**src/rtl/ram_loader.sv**
```systemverilog
// ---------------------------------------------------------------------------
// ram_loader
// Sequential program loader. It takes a byte stream (valid/ready handshake)
// and writes the bytes through the RAM manual-programming port to addresses
// 0..len-1. When the load is finished it releases the RAM to run mode.
//
// Optional feature macro: RAM_LOADER_VERIFY_EN
//   defined   : after the last write every address is read back through
//               dataout_en/rd_data. The read checksum is compared with the
//               write checksum and any difference sets error.
//   undefined : there is no read-back. dataout_en and error are tied to 0,
//               and rd_data is ignored.
//
// Ports
//   clk           system clock, rising edge
//   clr_n         synchronous active-low reset (aborts any load)
//   start         begin a load (only honoured while idle)
//   len           bytes to load, 0..DEPTH, latched on start
//   byte_in       incoming program byte
//   byte_valid    byte_in is valid
//   byte_ready    loader accepts a byte this cycle
//   program_mode  RAM program_mode, high while a load is in progress
//   addr_out      RAM addr_in_manual
//   data_out      RAM data_in_manual
//   load_manual   RAM write strobe (single-cycle pulses)
//   dataout_en    RAM read-back enable (verify build only)
//   rd_data       RAM data bus for read-back
//   busy          a load is in progress
//   done          load finished; held until the next accepted start
//   error         read-back checksum mismatch; valid while done=1
// ---------------------------------------------------------------------------
module ram_loader #(
   parameter int ADDR_W = 4,
   parameter int DATA_W = 8,
   parameter int DEPTH  = 16
) (
   input  logic              clk,
   input  logic              clr_n,
   input  logic              start,
   input  logic [ADDR_W:0]   len,
   input  logic [DATA_W-1:0] byte_in,
   input  logic              byte_valid,
   output logic              byte_ready,
   output logic              program_mode,
   output logic [ADDR_W-1:0] addr_out,
   output logic [DATA_W-1:0] data_out,
   output logic              load_manual,
   output logic              dataout_en,
   input  logic [DATA_W-1:0] rd_data,
   output logic              busy,
   output logic              done,
   output logic              error
);

   localparam logic [2:0] ST_IDLE   = 3'd0;
   localparam logic [2:0] ST_WAIT   = 3'd1;
   localparam logic [2:0] ST_STROBE = 3'd2;
   localparam logic [2:0] ST_HOLD   = 3'd3;
   localparam logic [2:0] ST_FIN    = 3'd4;
`ifdef RAM_LOADER_VERIFY_EN
   localparam logic [2:0] ST_VADDR  = 3'd5;
   localparam logic [2:0] ST_VREAD  = 3'd6;
`endif

   localparam logic [ADDR_W:0] DEPTH_C = (ADDR_W+1)'(DEPTH);

   // Modular checksum accumulate; the carry out is discarded.
   function automatic logic [DATA_W-1:0] csum_add(input logic [DATA_W-1:0] sum,
                                                  input logic [DATA_W-1:0] val);
      return sum + val;
   endfunction

   logic [2:0]        state_r;
   logic [ADDR_W:0]   len_r;
   logic [ADDR_W:0]   count_r;
   logic [ADDR_W-1:0] addr_r;
   logic [DATA_W-1:0] data_r;
   logic [DATA_W-1:0] wsum_r;
   logic              byte_ready_r;
   logic              program_mode_r;
   logic              load_manual_r;
   logic              busy_r;
   logic              done_r;

   logic [ADDR_W:0]   len_clip_s;
   logic [ADDR_W:0]   count_inc_s;
   logic [ADDR_W-1:0] addr_inc_s;

   // An out-of-range len is clipped to DEPTH, so the address never wraps.
   assign len_clip_s  = (len > DEPTH_C) ? DEPTH_C : len;
   assign count_inc_s = count_r + (ADDR_W+1)'(1);
   assign addr_inc_s  = addr_r + ADDR_W'(1);

`ifdef RAM_LOADER_VERIFY_EN
   logic [DATA_W-1:0] rsum_r;
   logic              dataout_en_r;
   logic              error_r;
`else
   logic              unused_rd_s;
   // Without read-back, the bus and the write checksum have no consumer.
   assign unused_rd_s = ^{rd_data, wsum_r};
`endif

   // Loader FSM. All outputs are registered and updated on the edge that
   // enters the state they belong to.
   always_ff @(posedge clk) begin
      if (!clr_n) begin
         state_r        <= ST_IDLE;
         len_r          <= '0;
         count_r        <= '0;
         addr_r         <= '0;
         data_r         <= '0;
         wsum_r         <= '0;
         byte_ready_r   <= 1'b0;
         program_mode_r <= 1'b0;
         load_manual_r  <= 1'b0;
         busy_r         <= 1'b0;
         done_r         <= 1'b0;
`ifdef RAM_LOADER_VERIFY_EN
         rsum_r         <= '0;
         dataout_en_r   <= 1'b0;
         error_r        <= 1'b0;
`endif
      end else begin
         // Strobes default low, so each one lasts exactly one cycle.
         load_manual_r <= 1'b0;
         byte_ready_r  <= 1'b0;
`ifdef RAM_LOADER_VERIFY_EN
         dataout_en_r  <= 1'b0;
`endif
         case (state_r)
            ST_IDLE: begin
               if (start) begin
                  len_r   <= len_clip_s;
                  count_r <= '0;
                  addr_r  <= '0;
                  wsum_r  <= '0;
`ifdef RAM_LOADER_VERIFY_EN
                  error_r <= 1'b0;
`endif
                  if (len_clip_s == '0) begin
                     // An empty load completes at once.
                     state_r        <= ST_FIN;
                     busy_r         <= 1'b0;
                     program_mode_r <= 1'b0;
                     done_r         <= 1'b1;
                  end else begin
                     state_r        <= ST_WAIT;
                     busy_r         <= 1'b1;
                     program_mode_r <= 1'b1;
                     done_r         <= 1'b0;
                     byte_ready_r   <= 1'b1;
                  end
               end else begin
                  state_r <= ST_IDLE;
               end
            end
            ST_WAIT: begin
               if (byte_valid && byte_ready_r) begin
                  data_r        <= byte_in;
                  wsum_r        <= csum_add(wsum_r, byte_in);
                  load_manual_r <= 1'b1;
                  state_r       <= ST_STROBE;
               end else begin
                  byte_ready_r  <= 1'b1;
                  state_r       <= ST_WAIT;
               end
            end
            ST_STROBE: begin
               state_r <= ST_HOLD;
            end
            ST_HOLD: begin
               count_r <= count_inc_s;
               if (count_inc_s == len_r) begin
`ifdef RAM_LOADER_VERIFY_EN
                  // Restart the counters for the read-back pass.
                  state_r <= ST_VADDR;
                  addr_r  <= '0;
                  count_r <= '0;
                  rsum_r  <= '0;
`else
                  // Keep addr_out on the last written address.
                  state_r        <= ST_FIN;
                  busy_r         <= 1'b0;
                  program_mode_r <= 1'b0;
                  done_r         <= 1'b1;
`endif
               end else begin
                  addr_r       <= addr_inc_s;
                  byte_ready_r <= 1'b1;
                  state_r      <= ST_WAIT;
               end
            end
`ifdef RAM_LOADER_VERIFY_EN
            ST_VADDR: begin
               dataout_en_r <= 1'b1;
               state_r      <= ST_VREAD;
            end
            ST_VREAD: begin
               rsum_r  <= csum_add(rsum_r, rd_data);
               count_r <= count_inc_s;
               if (count_inc_s == len_r) begin
                  // The final byte is folded in here so that no extra cycle is needed.
                  error_r        <= (csum_add(rsum_r, rd_data) != wsum_r);
                  state_r        <= ST_FIN;
                  busy_r         <= 1'b0;
                  program_mode_r <= 1'b0;
                  done_r         <= 1'b1;
               end else begin
                  addr_r  <= addr_inc_s;
                  state_r <= ST_VADDR;
               end
            end
`endif
            ST_FIN: begin
               state_r <= ST_IDLE;
            end
            default: begin
               state_r        <= ST_IDLE;
               busy_r         <= 1'b0;
               program_mode_r <= 1'b0;
            end
         endcase
      end
   end

   assign byte_ready   = byte_ready_r;
   assign program_mode = program_mode_r;
   assign addr_out     = addr_r;
   assign data_out     = data_r;
   assign load_manual  = load_manual_r;
   assign busy         = busy_r;
   assign done         = done_r;
`ifdef RAM_LOADER_VERIFY_EN
   assign dataout_en   = dataout_en_r;
   assign error        = error_r;
`else
   assign dataout_en   = 1'b0;
   assign error        = 1'b0;
`endif

endmodule

```
**config.mk**
```make
export PLATFORM = sky130hd
export DESIGN_NAME = ram_loader
export DESIGN_NICKNAME = d
export VERILOG_FILES = /design/src/rtl/ram_loader.sv
export SDC_FILE = /design/constraint.sdc
export NUM_CORES = 1
export LEC_CHECK = 0
export CAP_MARGIN = 20
export CORE_MARGIN = 5
export CORE_UTILIZATION = 45
export DETAILED_ROUTE_END_ITERATION = 6
export PLACE_DENSITY = 0.87
export SLEW_MARGIN = 20
export SYNTH_ARGS = -nofsm -noshare
export SYNTH_HDL_FRONTEND = slang
export SYNTH_SLANG_ARGS = --single-unit
```
**constraint.sdc**
```tcl
create_clock -name clk -period 2.5 [get_ports clk]
set_input_delay 0.5 -clock clk [delete_from_list [all_inputs] [get_ports clk]]
set_output_delay 0.5 -clock clk [all_outputs]
set_load 0.02 [all_outputs]
```
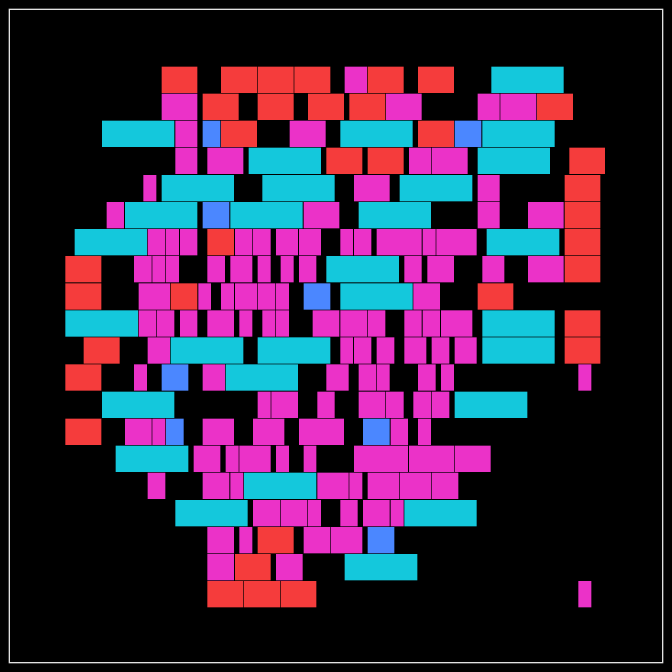
(placement by cell class)
[red] other buffers and delay cells | cells: 35 | share of their area: 20%
[cyan] flops | cells: 29 | share of their area: 33%
[magenta] combinational and other logic | cells: 120 | share of their area: 44%
[blue] clock drivers and dummy loads | cells: 8 | share of their area: 3.2%

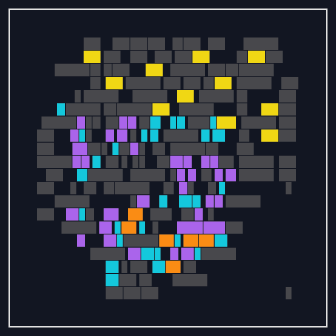
(gate-type map)
[cyan] NAND gates | cells: 29
[orange] XOR/XNOR gates | cells: 6 | where: bottom centre
[yellow] multiplexers | cells: 11
[purple] inverting AOI/OAI gates | cells: 33

==> flow_metrics.env <==
# physical design summary
export IMPL_outcome="complete, no violations"
export IMPL_finalWeightedCongestion=0.842
export IMPL_post_route_utilization_pct=59.2
export IMPL_logic_gate_count=118
export IMPL_syn_area_um2=1390
export IMPL_grt_pass1_wl_mm=5.04
export IMPL_startpoint="count_r[0]"
export IMPL_top_logic_kind="simple AND/OR/NAND/NOR gates"
export IMPL_post_route_minimum_period_ns=2.00
export IMPL_non_clock_inverter_count=2
export IMPL_insertion_delay_ns=0.33
export IMPL_postSynthSeqShare_pct=41.9
export IMPL_hold_viol_final=0
export IMPL_floorplan_initialDensity_pct=46.1
export IMPL_critPathTopFamily="AND-OR/OR-AND gates"
export IMPL_cts_buffers=5
export IMPL_grt_util_met1_pct=19.1
export IMPL_layout_top_cells_excl_fill_tap="33 x sky130_fd_sc_hd__clkdlybuf4s50_1, 29 x sky130_fd_sc_hd__dfxtp_1, 14 x sky130_fd_sc_hd__nor2_1"
export IMPL_timing_final_setup_violations=0
export IMPL_clock_tree_from_tritoncts="yes"
export IMPL_maxClockFrequency_mhz=501
export IMPL_final_nonclk_buf_share_pct=19.4
export IMPL_netSwitchingFraction_pct=27.8
export IMPL_power_total_w=0.000891
export IMPL_slew_viol_final=0
export IMPL_timing_worst_setup_path_type="reg2reg"
export IMPL_area_growth_synth_to_final_pct=28.4
export IMPL_critical_path_endpoint="addr_out[3]"
export IMPL_hold_path_cell_count=2
export IMPL_met2_usage_pct=23.9
export IMPL_worst_setup_path_start_kind="flop"
export IMPL_synthTopCellsByCount="29 x sky130_fd_sc_hd__dfxtp_1, 14 x sky130_fd_sc_hd__nor2_1, 13 x sky130_fd_sc_hd__nand2_1, 11 x sky130_fd_sc_hd__a21oi_1, 10 x sky130_fd_sc_hd__mux2i_1"
export IMPL_final_critical_path_setup_slack_ns=0.502
export IMPL_top_usage_layer="met2"
export IMPL_holdCritPathClass="reg2reg"
export IMPL_clock_power_share_pct=31.2
export IMPL_ys_cells=158
export IMPL_warning_count=34
export IMPL_comb_power_share_pct=14.2
export IMPL_antennaDiodeCount=0
export IMPL_first_global_vias=1151
export IMPL_register_area_um2=581
export IMPL_intPower_w=0.000643
export IMPL_reg2reg_setup_slack_ns=0.50
export IMPL_synth_edff_count=0
export IMPL_clk_pin_slew_worst_paths_ns=0.10
export IMPL_die_area_um2=4290
export IMPL_group_drawing_the_most_power="sequential cells"
export IMPL_nFillCells=274
export IMPL_critPathArrivalTime_ns=2.27
export IMPL_ctsRootBufferMaster="sky130_fd_sc_hd__clkbuf_4"
export IMPL_power_combinational_total_w=0.000126
export IMPL_timing_rr_end="addr_out[3]"
export IMPL_power_density_cell_area_nw_per_um2=501
export IMPL_clock_area_share_pct=3.10
export IMPL_synth_yosys_warnings=0
export IMPL_grt_overflow_total=0
export IMPL_register_bit_total_from_synthesis=29
export IMPL_chipHeight_um=65.5
export IMPL_viasPerCell=5.34
export IMPL_flops=29
export IMPL_ios=44
export IMPL_total_negative_slack_ns=0
export IMPL_drc_errors=0
export IMPL_grt_antenna_before_repair=0
export IMPL_dominant_cell_class="logic gates"
export IMPL_hold_bufs_inserted_after_cts=0
export IMPL_multi_input_comb_area_um2=748
export IMPL_die_x_extent_um=65.5
export IMPL_max_capacitance_violation_total=0
export IMPL_hpwlAfterDp_mm=2.13
export IMPL_detailedRoute_firstPassIterationCount=4
export IMPL_worstHoldEndpoint="done"
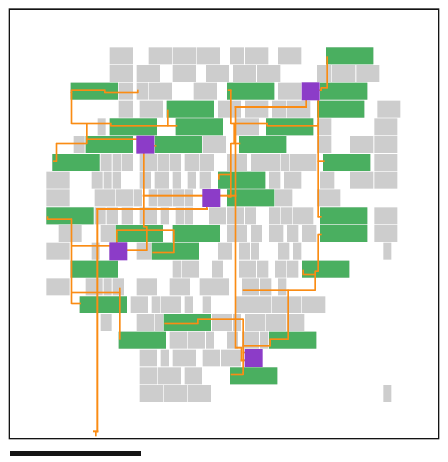
(clock distribution)
Bar = 20 µm.
[green] flip-flops | count: 29
[purple] clock drivers | count: 5
[orange] clock wires | length: 383 µm
routed clock nets: 6

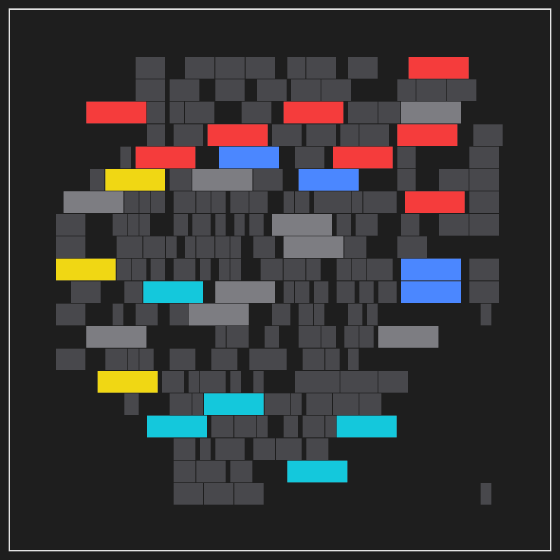
(register map, names as in the netlist)
Other sequential cells in the stronger grey, the rest of the logic in the fainter grey.
[yellow] `state_r` | placed flops: 3
[red] `data_out` | placed flops: 8
[cyan] `len_r` | placed flops: 5
[blue] `addr_out` | placed flops: 4

